**Run 1: M2 wires**

(6 px per µm)
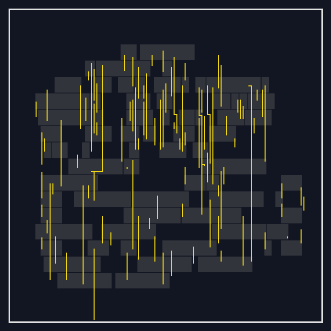
**Run 1: sequential cells grouped by signal name**

(10 px per µm) Other sequential cells in the stronger grey, the rest of the logic in the fainter grey.
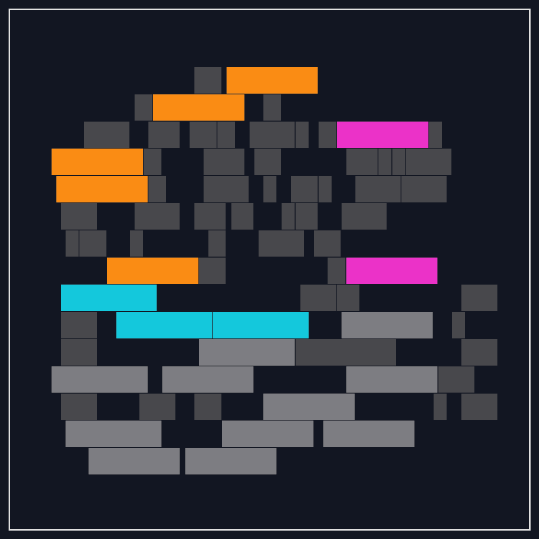
**Run 1: port wiring**

(10 px per µm)
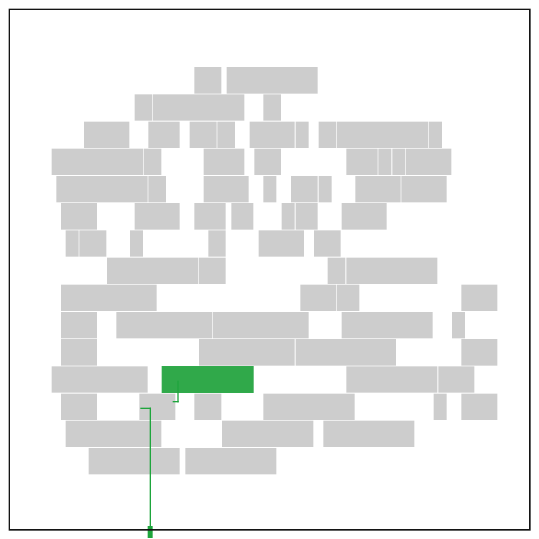
--- src/rtl/axi_rst_seq.sv ---
// Per-domain AXI reset sequencer: synchronizes and merges reset requests, holds, then releases
// the interconnect first and the peripherals later. Optional status outputs: AXI_RST_SEQ_STATUS_EN.
module axi_rst_seq #(
  parameter int SYNC_STAGES  = 3,
  parameter int HOLD_CYCLES  = 16,
  parameter int IC_TO_PERIPH = 8
) (
  input  logic       aclk,
  input  logic       areset,
  input  logic       ext_reset_in,
  input  logic       aux_reset_in,
  input  logic       mb_debug_sys_rst,
  input  logic       dcm_locked,
  output logic       interconnect_aresetn,
  output logic       bus_struct_reset,
  output logic       peripheral_aresetn,
  output logic       peripheral_reset
`ifdef AXI_RST_SEQ_STATUS_EN
  ,
  output logic [3:0] rst_cause,
  output logic [7:0] rst_count
`endif
);

  localparam int CNT_MAX = (HOLD_CYCLES > IC_TO_PERIPH) ? HOLD_CYCLES : IC_TO_PERIPH;
  localparam int CNT_W   = $clog2(CNT_MAX + 1);
  localparam logic [CNT_W-1:0] HOLD_LAST   = CNT_W'(HOLD_CYCLES - 1);
  localparam logic [CNT_W-1:0] PERIPH_LAST = CNT_W'(IC_TO_PERIPH - 1);
  localparam logic [CNT_W-1:0] CNT_ONE     = CNT_W'(1);

  typedef enum logic [1:0] {
    ST_ASSERT = 2'd0,
    ST_HOLD   = 2'd1,
    ST_REL_IC = 2'd2,
    ST_RUN    = 2'd3
  } state_t;

  logic [SYNC_STAGES-1:0] r_ext_sync;
  logic [SYNC_STAGES-1:0] r_aux_sync;
  logic [SYNC_STAGES-1:0] r_dbg_sync;
  logic [SYNC_STAGES-1:0] r_lock_sync;
  logic                   w_ext_s;
  logic                   w_aux_s;
  logic                   w_dbg_s;
  logic                   w_locked_s;
  logic                   w_req;

  state_t                 r_state;
  state_t                 w_next_state;
  logic [CNT_W-1:0]       r_cnt;
  logic [CNT_W-1:0]       w_next_cnt;
  logic                   w_ic_rel;
  logic                   w_per_rel;
  logic                   r_ic_rel;
  logic                   r_per_rel;

  // Input synchronizers; on areset every chain holds its request-active value
  always_ff @(posedge aclk or posedge areset) begin
    if (areset) begin
      r_ext_sync  <= '1;
      r_aux_sync  <= '0;
      r_dbg_sync  <= '1;
      r_lock_sync <= '0;
    end else begin
      r_ext_sync  <= {r_ext_sync[SYNC_STAGES-2:0], ext_reset_in};
      r_aux_sync  <= {r_aux_sync[SYNC_STAGES-2:0], aux_reset_in};
      r_dbg_sync  <= {r_dbg_sync[SYNC_STAGES-2:0], mb_debug_sys_rst};
      r_lock_sync <= {r_lock_sync[SYNC_STAGES-2:0], dcm_locked};
    end
  end

  assign w_ext_s    = r_ext_sync[SYNC_STAGES-1];
  assign w_aux_s    = r_aux_sync[SYNC_STAGES-1];
  assign w_dbg_s    = r_dbg_sync[SYNC_STAGES-1];
  assign w_locked_s = r_lock_sync[SYNC_STAGES-1];
  assign w_req      = w_ext_s | ~w_aux_s | w_dbg_s | ~w_locked_s;

  // State, counter and output flops; outputs follow the next state so they move on the transition edge
  always_ff @(posedge aclk or posedge areset) begin
    if (areset) begin
      r_state   <= ST_ASSERT;
      r_cnt     <= '0;
      r_ic_rel  <= 1'b0;
      r_per_rel <= 1'b0;
    end else begin
      r_state   <= w_next_state;
      r_cnt     <= w_next_cnt;
      r_ic_rel  <= w_ic_rel;
      r_per_rel <= w_per_rel;
    end
  end

  // Next-state and counter logic; any request sample restarts from ASSERT
  always_comb begin
    w_next_state = ST_ASSERT;
    w_next_cnt   = '0;
    case (r_state)
      ST_ASSERT: begin
        if (w_req) w_next_state = ST_ASSERT;
        else       w_next_state = ST_HOLD;
      end
      ST_HOLD: begin
        if (w_req) begin
          w_next_state = ST_ASSERT;
        end else if (r_cnt == HOLD_LAST) begin
          w_next_state = ST_REL_IC;
        end else begin
          w_next_state = ST_HOLD;
          w_next_cnt   = r_cnt + CNT_ONE;
        end
      end
      ST_REL_IC: begin
        if (w_req) begin
          w_next_state = ST_ASSERT;
        end else if (r_cnt == PERIPH_LAST) begin
          w_next_state = ST_RUN;
        end else begin
          w_next_state = ST_REL_IC;
          w_next_cnt   = r_cnt + CNT_ONE;
        end
      end
      ST_RUN: begin
        if (w_req) w_next_state = ST_ASSERT;
        else       w_next_state = ST_RUN;
      end
      default: begin
        w_next_state = ST_ASSERT;
      end
    endcase
  end

  // Output decode from the next state
  always_comb begin
    w_ic_rel  = 1'b0;
    w_per_rel = 1'b0;
    case (w_next_state)
      ST_REL_IC: begin
        w_ic_rel  = 1'b1;
        w_per_rel = 1'b0;
      end
      ST_RUN: begin
        w_ic_rel  = 1'b1;
        w_per_rel = 1'b1;
      end
      default: begin
        w_ic_rel  = 1'b0;
        w_per_rel = 1'b0;
      end
    endcase
  end

  assign interconnect_aresetn = r_ic_rel;
  assign bus_struct_reset     = ~r_ic_rel;
  assign peripheral_aresetn   = r_per_rel;
  assign peripheral_reset     = ~r_per_rel;

`ifdef AXI_RST_SEQ_STATUS_EN
  logic       w_enter_assert;
  logic [3:0] r_rst_cause;
  logic [7:0] r_rst_count;

  assign w_enter_assert = (r_state != ST_ASSERT) && (w_next_state == ST_ASSERT);

  // Cause capture and saturating entry count, updated only on entry into ASSERT
  always_ff @(posedge aclk or posedge areset) begin
    if (areset) begin
      r_rst_cause <= 4'b0000;
      r_rst_count <= 8'h00;
    end else if (w_enter_assert) begin
      r_rst_cause <= {~w_locked_s, w_dbg_s, ~w_aux_s, w_ext_s};
      if (r_rst_count != 8'hFF) r_rst_count <= r_rst_count + 8'h01;
    end
  end

  assign rst_cause = r_rst_cause;
  assign rst_count = r_rst_count;
`endif

endmodule

--- config.mk ---
export PLATFORM = sky130hd
export DESIGN_NAME = axi_rst_seq
export DESIGN_NICKNAME = d
export VERILOG_FILES = /design/src/rtl/axi_rst_seq.sv
export SDC_FILE = /design/constraint.sdc
export NUM_CORES = 1
export LEC_CHECK = 0
export CORE_MARGIN = 3
export CORE_UTILIZATION = 40
export DETAILED_ROUTE_END_ITERATION = 12
export HOLD_SLACK_MARGIN = 0.05
export PLACE_DENSITY = 0.6
export SLEW_MARGIN = 20
export SYNTH_ARGS = -nofsm -noshare
export SYNTH_HDL_FRONTEND = slang
export SYNTH_SLANG_ARGS = --single-unit
--- constraint.sdc ---
create_clock -name aclk -period 2 [get_ports aclk]
set_input_delay 0.4 -clock aclk [delete_from_list [all_inputs] [get_ports aclk]]
set_output_delay 0.4 -clock aclk [all_outputs]
set_load 0.02 [all_outputs]
==> deck_impl_summary.md, run 1 <==
Flow Results at a Glance

Clock tree
  – Worst-path clk slew: between 0.1 and 0.15 ns
  – Clk buf depth: 2
  – CTS sink count: 21
  – Postcts setup bufs: 0
  – Htree depth: 1
  – CTS root buf: clkbuf_4
  – Cells resized by post-CTS repair: 0
  – CTS tree: built
  – TritonCTS Buffers: 3
  – Post-CTS Hold Fix Bufs: 0
  – Insertion delay at the late pin of the worst-skew pair: approximately 0.30 ns

Synth
  – Unique masters post-synth: 21
  – Synthesized instance count: slightly above 60
  – Cell Area, Synth: around 840 µm²
  – Post-Synth AOI/OAI Area: under 10%
  – Seq share, synth: a little over three fifths
  – Syn avg cell area: about 14 µm²
  – Mux share: 0%
  – Ys Warns: 0
  – Ys flops: 21
  – Yosys Chip Area: approximately 840 µm²
  – Yosys Instances: 61
  – Adder share: around a tenth
  – Mapped Nets: ~74
  – XORs/XNORs by Area: under 10%
  – Synth logic family: simple AND/OR/NAND/NOR gates
  – Simple share: between 10% and 20%

Power and ir drop
  – NetSw: 0.146 mW
  – Clock Power Share: between 30% and 40%
  – Switching fraction of total power: between 20% and 30%
  – Flop+latch power: about 0.45 mW
  – Pleak: between 0.4 and 0.5 nW
  – Combinational power share: 4.0%
  – Logic power comb: between 0.02 and 0.03 mW
  – Total Power: slightly below 0.7 mW
  – Max power group: sequential cells
  – Power per cell area: about 680 mW/mm²
  – Clock group total power: about 0.21 mW
  – Maximum vdd drop: roughly 0.48 mV
  – P_int: 0.532 mW
  – Sequential Power Share: between 60% and 70%

Die
  – Row count: 15
  – Chip area: ~0.0027 mm²
  – Initial Util: between 40% and 50%
  – Die Span Y: between 50 and 60 µm
  – Core ar.: around 0.0019 mm²
  – Die W: roughly 52 µm

Global routing
  – Antenna violations before repair: 0
  – Pin count of the biggest net entering global routing: 22
  – Grt ovf: 0
  – Vias in the first global route: 517
  – Global-route wire length before repair: ~2100 µm
  – GR Util All Layers: ~11%

STA
  – Max Clk Rate: 580 MHz
  – Unrepaired setup endpoints after global routing: no
  – Worst Max-Slew Pin Slew: 0.333 ns
  – Final hold vios: 0
  – Pins Over Slew Limit: 0
  – Final Critical Period: around 1.7 ns
  – Finish-stage setup viols: 0
  – Final TNS setup: 0 ns
  – Max Clock Skew: approximately 0.0042 ns
  – Period utilization: between 80% and 90%
  – Worst Setup Slack, final: roughly 0.27 ns
  – Hold WS: between 0.3 and 0.4 ns
  – Relative slew slack: just under 80%

Worst hold path
  – Worst Hold Class: flip-flop to flip-flop
  – Worst hold start: r_ext_sync[1]
  – Hold Crit Endpoint: r_ext_sync[2]
  – Hold path cells: 0

Run
  – Number of logged tool warnings: 30
  – MaxCap Viol Count: 0

Placement
  – Pre-CTS setup slack: between 0.3 and 0.4 ns
  – Post-DP HPWL: just over 800 µm
  – Placed Area: around 1000 µm²
  – RePlAce Congestion: between 0.7 and 0.8
  – Cells after DPL: roughly 96

Final layout
  – Post-layout util: between 50 and 60%
  – Area Overhead vs Synth: 18.8%
  – Number of antenna diodes: 0
  – Non-Filler Instances: ~100
  – Fraction of layout cells with a size suffix above 1: about 20%
  – # nets final: between 80 and 90
  – Design area: between 0.001 and 0.0015 mm²
  – Filler cells: ~160

Critical path
  – WP data required: 1.60 ns
  – Setup slack, reg-to-reg: between 0.3 and 0.4 ns
  – Path type of the worst setup path: flip-flop to output pin
  – Critical path endpoint: peripheral_reset
  – Worst r2r src: r_cnt[0]
  – Crit path launch type: flip-flop
  – CP max FO: 2
  – Reg2Reg Depth: 6
  – Critical path launch point: peripheral_aresetn
  – Reg2reg end: peripheral_aresetn
  – Worst Path Arrival: roughly 1.3 ns
  – CP endpoint kind: output pin

Drt
  – Via-per-instance ratio: around 4.7
  – Initial DRC Count: 2
  – Wirelength per Cell: 10.9 µm
  – Drt drc: 0
  – ANT nets after route: 0
  – DR pass1 iterations: 2

Outcome
  – Outcome: completed
Notes on 'M2 wires' above:
nets with wire on the layer: 70
wire length on this layer: 546 µm
share of all routed wire: 50%
final WL: 1090 µm
via count: 471
met2 usage: 18.0%

Notes on 'sequential cells grouped by signal name' above:
legend:
  r_cnt:
    colour: orange
    placed_flops: 5
  r_ext_sync:
    colour: cyan
    placed_flops: 3
  r_state:
    colour: magenta
    placed_flops: 2
FF+latch area: 533 µm²
flop share of the area: 53.2%

Notes on 'port wiring' above:
legend:
  aux_reset_in:
    colour: green
    bits: 1
    direction: input
    edge: bottom
    end_cells: 1
    buffers: 1
    wire: 15.2 µm
port bufs: 9
num ports: 10

run 1: worst max-delay path, cell delays in order (launching register included):
cell             delay, ns
dfrtp_1               0.39
inv_1                 0.05
clkdlybuf4s50_1       0.59
run 1: cells in the final DEF, fill, tap and decap left out, types with 2 or more instances in the layout:
cell type	synthesis	final
dfrtp_1	15	15
inv_1	9	9
clkdlybuf4s50_1	0	9
ha_1	7	7
dfstp_2	6	6
a21oi_1	3	3
nor3_1	3	3
clkbuf_4	0	3
nor2b_1	2	2
a211oi_1	2	2
xor2_1	2	2
run 1: per-layer routing:
metal	global-route usage, %	wire [µm]
met1	12.5	458
met2	18.0	546
met3	1.72	54
met4	9.17	30
met5	0	0
run 1: area by class of cell:
type / count / area (µm²) / share of cell area (%)
clock buffer: 3 / 22.5 / 2.25
multi-input combinational: 31 / 277 / 27.6
sequential: 21 / 533 / 53.2
inverter: 9 / 33.8 / 3.37
tap: 25 / 31.3 / 3.12
timing repair buffer: 10 / 97.6 / 9.74
clock inverter: 1 / 7.51 / 0.749
run 1: synthesized netlist by cell type:
cell type	count	area [µm²]
nand4bb_1	1	11.3
a21oi_1	3	15.0
nor2b_1	2	12.5
dfrtp_1	15	375
nor3_1	3	15.0
nand2_1	1	3.75
nand4bb_4	1	27.5
nand3b_1	1	7.51
ha_1	7	87.6
or2_4	1	8.76
a211oi_1	2	15.0
nor3_2	1	10.0
and3_1	1	6.26
xor2_1	2	17.5
inv_1	9	33.8
nor3b_2	1	12.5
and4bb_1	1	12.5
o21ai_0	1	5.00
nor2_1	1	3.75
nand3_1	1	5.00
dfstp_2	6	158
run 1: state kept, by name (all words and copies together) (netlist names):
name and flops:
r_aux_sync 3, peripheral_aresetn 1, interconnect_aresetn 1, r_ext_sync 3, r_dbg_sync 3, r_lock_sync 3
r_state 2, r_cnt 5
## Run 2: what changed since run 1
--- a/config.mk
+++ b/config.mk
@@ -5,6 +5,7 @@
 export SDC_FILE = /design/constraint.sdc
 export NUM_CORES = 1
 export LEC_CHECK = 0
+export CAP_MARGIN = 0
 export CORE_MARGIN = 3
 export CORE_UTILIZATION = 40
 export DETAILED_ROUTE_END_ITERATION = 12
@@ -14,3 +15,4 @@
 export SYNTH_ARGS = -nofsm -noshare
 export SYNTH_HDL_FRONTEND = slang
 export SYNTH_SLANG_ARGS = --single-unit
+export TNS_END_PERCENT = 5
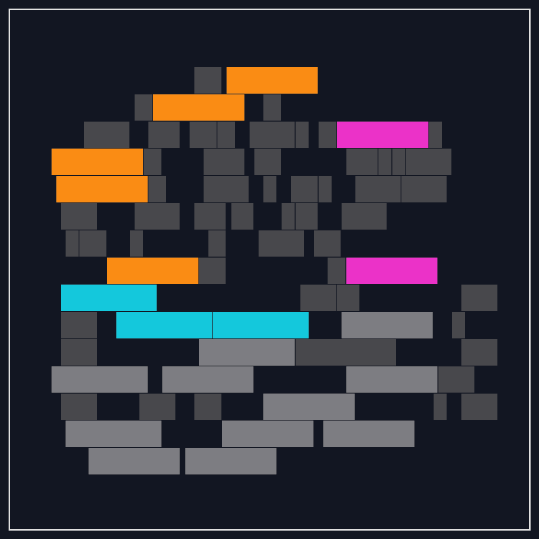
**Above:** run 2 (sequential cells grouped by signal name).
(10 px per µm) Other sequential cells in the stronger grey, the rest of the logic in the fainter grey.
legend:
  r_state:
    colour: magenta
    placed_flops: 2
  r_cnt:
    colour: orange
    placed_flops: 5
  r_ext_sync:
    colour: cyan
    placed_flops: 3
not coloured: 11
post-layout util: 53.9%
Flop+latch power: 0.446 mW

==> deck_impl_summary.md, run 2 <==
Flow Results at a Glance

Outcome
  – Outcome: completed

Synth
  – Post-synth top area cell: dfrtp_1
  – Post-synth area hogs: dfrtp_1 45%, dfstp_2 19%, ha_1 10%
  – Synthesized instance count: 61 (unchanged)
  – Yosys Chip Area: 843 µm² (unchanged)
  – Unique masters post-synth: 21 (unchanged)
  – Synth logic family: simple AND/OR/NAND/NOR gates
  – Syn avg cell area: 13.8 µm² (unchanged)
  – Mux share: 0% (unchanged)
  – Dominant flop cell: dfrtp_1
  – Adder share: 10.4% (unchanged)
  – List of most frequent post-synthesis cells: 15 x dfrtp_1, 9 x inv_1, 7 x ha_1
  – Post-Synth AOI/OAI Area: 4.15% (unchanged)
  – Yosys Instances: 61 (unchanged)
  – XORs/XNORs by Area: 2.08% (unchanged)
  – Seq share, synth: 63.2% (unchanged)
  – Post-synth EDFFs: 0 (unchanged)
  – Ys flops: 21 (unchanged)
  – Top cell type by instance count after synthesis: dfrtp_1
  – Cell Area, Synth: 843 µm² (unchanged)
  – Simple share: 16.2% (unchanged)

Global routing
  – Grt ovf: 0 (unchanged)
  – Met2 usage: 18.0% (unchanged)
  – Antenna violations before repair: 0 (unchanged)
  – Vias in the first global route: 517 (unchanged)
  – Pin count of the biggest net entering global routing: 22 (unchanged)
  – Global-route wire length before repair: 2100 µm (unchanged)
  – Grt met3 use: 1.72% (unchanged)
  – GR peak layer: met2

Die
  – Chip area: 0.00270 mm² (unchanged)
  – Initial Util: 45.4% (unchanged)
  – Die W: 51.9 µm (unchanged)
  – Num ports: 10 (unchanged)
  – Die Span Y: 51.9 µm (unchanged)

Drt
  – Drt drc: 0 (unchanged)
  – Via-per-instance ratio: 4.71 (unchanged)
  – Via count: 471 (unchanged)
  – Wirelength per Cell: 10.9 µm (unchanged)
  – Final WL: 1090 µm (unchanged)
  – DR pass1 iterations: 2 (unchanged)
  – Initial DRC Count: 2 (unchanged)
  – ANT nets after route: 0 (unchanged)

STA
  – Max Clk Rate: 580 MHz (unchanged)
  – Period utilization: 86.3% (unchanged)
  – Finish-stage setup viols: 0 (unchanged)
  – Worst Setup Slack, final: 0.274 ns (unchanged)
  – Pins Over Slew Limit: 0 (unchanged)
  – Final TNS setup: 0 ns (unchanged)
  – Max Clock Skew: 0.00421 ns (unchanged)
  – Relative slew slack: 77.6% (unchanged)
  – Final Critical Period: 1.73 ns (unchanged)
  – Unrepaired setup endpoints after global routing: no

Power and ir drop
  – Sequential Power Share: 65.9% (about the same)
  – NetSw: 0.146 mW (unchanged)
  – Power per cell area: 676 mW/mm² (unchanged)
  – Switching fraction of total power: 21.5% (unchanged)
  – P_int: 0.532 mW (unchanged)
  – Clock Power Share: 30.2% (about the same)

Placement
  – Pre-CTS setup slack: 0.373 ns (unchanged)
  – RePlAce Congestion: 0.759 (unchanged)
  – Cells after DPL: 96 (unchanged)
  – Placed Area: 972 µm² (unchanged)

Clock tree
  – Clk buf depth: 2 (unchanged)
  – Cells resized by post-CTS repair: 0 (unchanged)
  – Insertion delay at the late pin of the worst-skew pair: 0.30 ns (about the same)
  – Post-CTS Hold Fix Bufs: 0 (unchanged)
  – Htree depth: 1 (unchanged)
  – CTS tree: built
  – TritonCTS Buffers: 3 (unchanged)
  – Postcts setup bufs: 0 (unchanged)

Worst hold path
  – Worst Hold Class: flip-flop to flip-flop

Final layout
  – FF+latch area: 533 µm² (unchanged)
  – Filler cells: 161 (unchanged)
  – Comb area: 277 µm² (unchanged)
  – Number of antenna diodes: 0 (unchanged)
  – Most common logic cells in the final layout: 15 x dfrtp_1, 9 x inv_1, 9 x clkdlybuf4s50_1
  – Most common logic cell in the routed design: dfrtp_1
  – Design area: 0.00100 mm² (unchanged)
  – Fraction of layout cells with a size suffix above 1: 20.0% (unchanged)
  – Max reg flops: 5 (unchanged)
  – Area Overhead vs Synth: 18.8% (unchanged)

Run
  – MaxCap Viol Count: 0 (unchanged)

Critical path
  – Setup slack, reg-to-reg: 0.35 ns (about the same)
  – Path type of the worst setup path: flip-flop to output pin
  – Reg2Reg Depth: 6 (unchanged)
  – Crit path launch type: flip-flop
  – Worst path cell trace: inv_1 -> clkdlybuf4s50_1
  – Worst Path Arrival: 1.33 ns (about the same)
  – CP endpoint kind: output pin
  – Reg2reg end: peripheral_aresetn
  – Max incr delay on CP: 0.59 ns (about the same)
  – WP data required: 1.60 ns (about the same)
  – Crit path max-delay family: buffers and inverters
  – WP depth: 2 (unchanged)
  – CP max FO: 2 (unchanged)
  – Critical path endpoint: peripheral_reset
  – Crit path buf inv count: 2 (unchanged)
  – Worst r2r src: r_cnt[0]
run 2: cells by family after synthesis:
logic type	Yosys count
adder cells (fa/ha/maj)	7
flip-flops	21
XOR/XNOR	2
AND-OR/OR-AND	6
AND/OR/NAND/NOR	16
buffers and inverters	9
run 2: power groups by stage:
stage | clock network, mW | logic, mW | registers [mW]
floorplan | 0 | 0.0132 | 0.453
global placement | 0 | 0.0275 | 0.454
detailed placement | 0 | 0.0279 | 0.455
CTS | 0.225 | 0.0281 | 0.447
global route | 0.239 | 0.0304 | 0.448
finish | 0.205 | 0.0269 | 0.446
run 2: layer usage:
metal  vias up  routed length (µm)  share of wire (%)
met4         0                  30                2.8
li1        230                   -                  -
met1       226                 458                 42
met2        11                 546                 50
met3         4                  54                5.0
met5         -                   0                  0
run 2: final cells by class:
cell class	instances	share of cell area, %
Clock buffer	3	2.25
Clock inverter	1	0.749
Inverter	9	3.37
Multi-Input combinational cell	31	27.6
Sequential cell	21	53.2
Tap cell	25	3.12
Timing Repair Buffer	10	9.74
run 2: how the worst min path moves through the flow:
stage	start	endpoint	slack, ns
floorplan	r_aux_sync[0]	r_aux_sync[1]	0.33
global placement	r_aux_sync[1]	r_aux_sync[2]	0.33
detailed placement	r_lock_sync[0]	r_lock_sync[1]	0.34
CTS	r_ext_sync[1]	r_ext_sync[2]	0.36
global route	r_aux_sync[1]	r_aux_sync[2]	0.37
finish	r_ext_sync[1]	r_ext_sync[2]	0.36
Power is estimated from default activity; no workload was simulated.
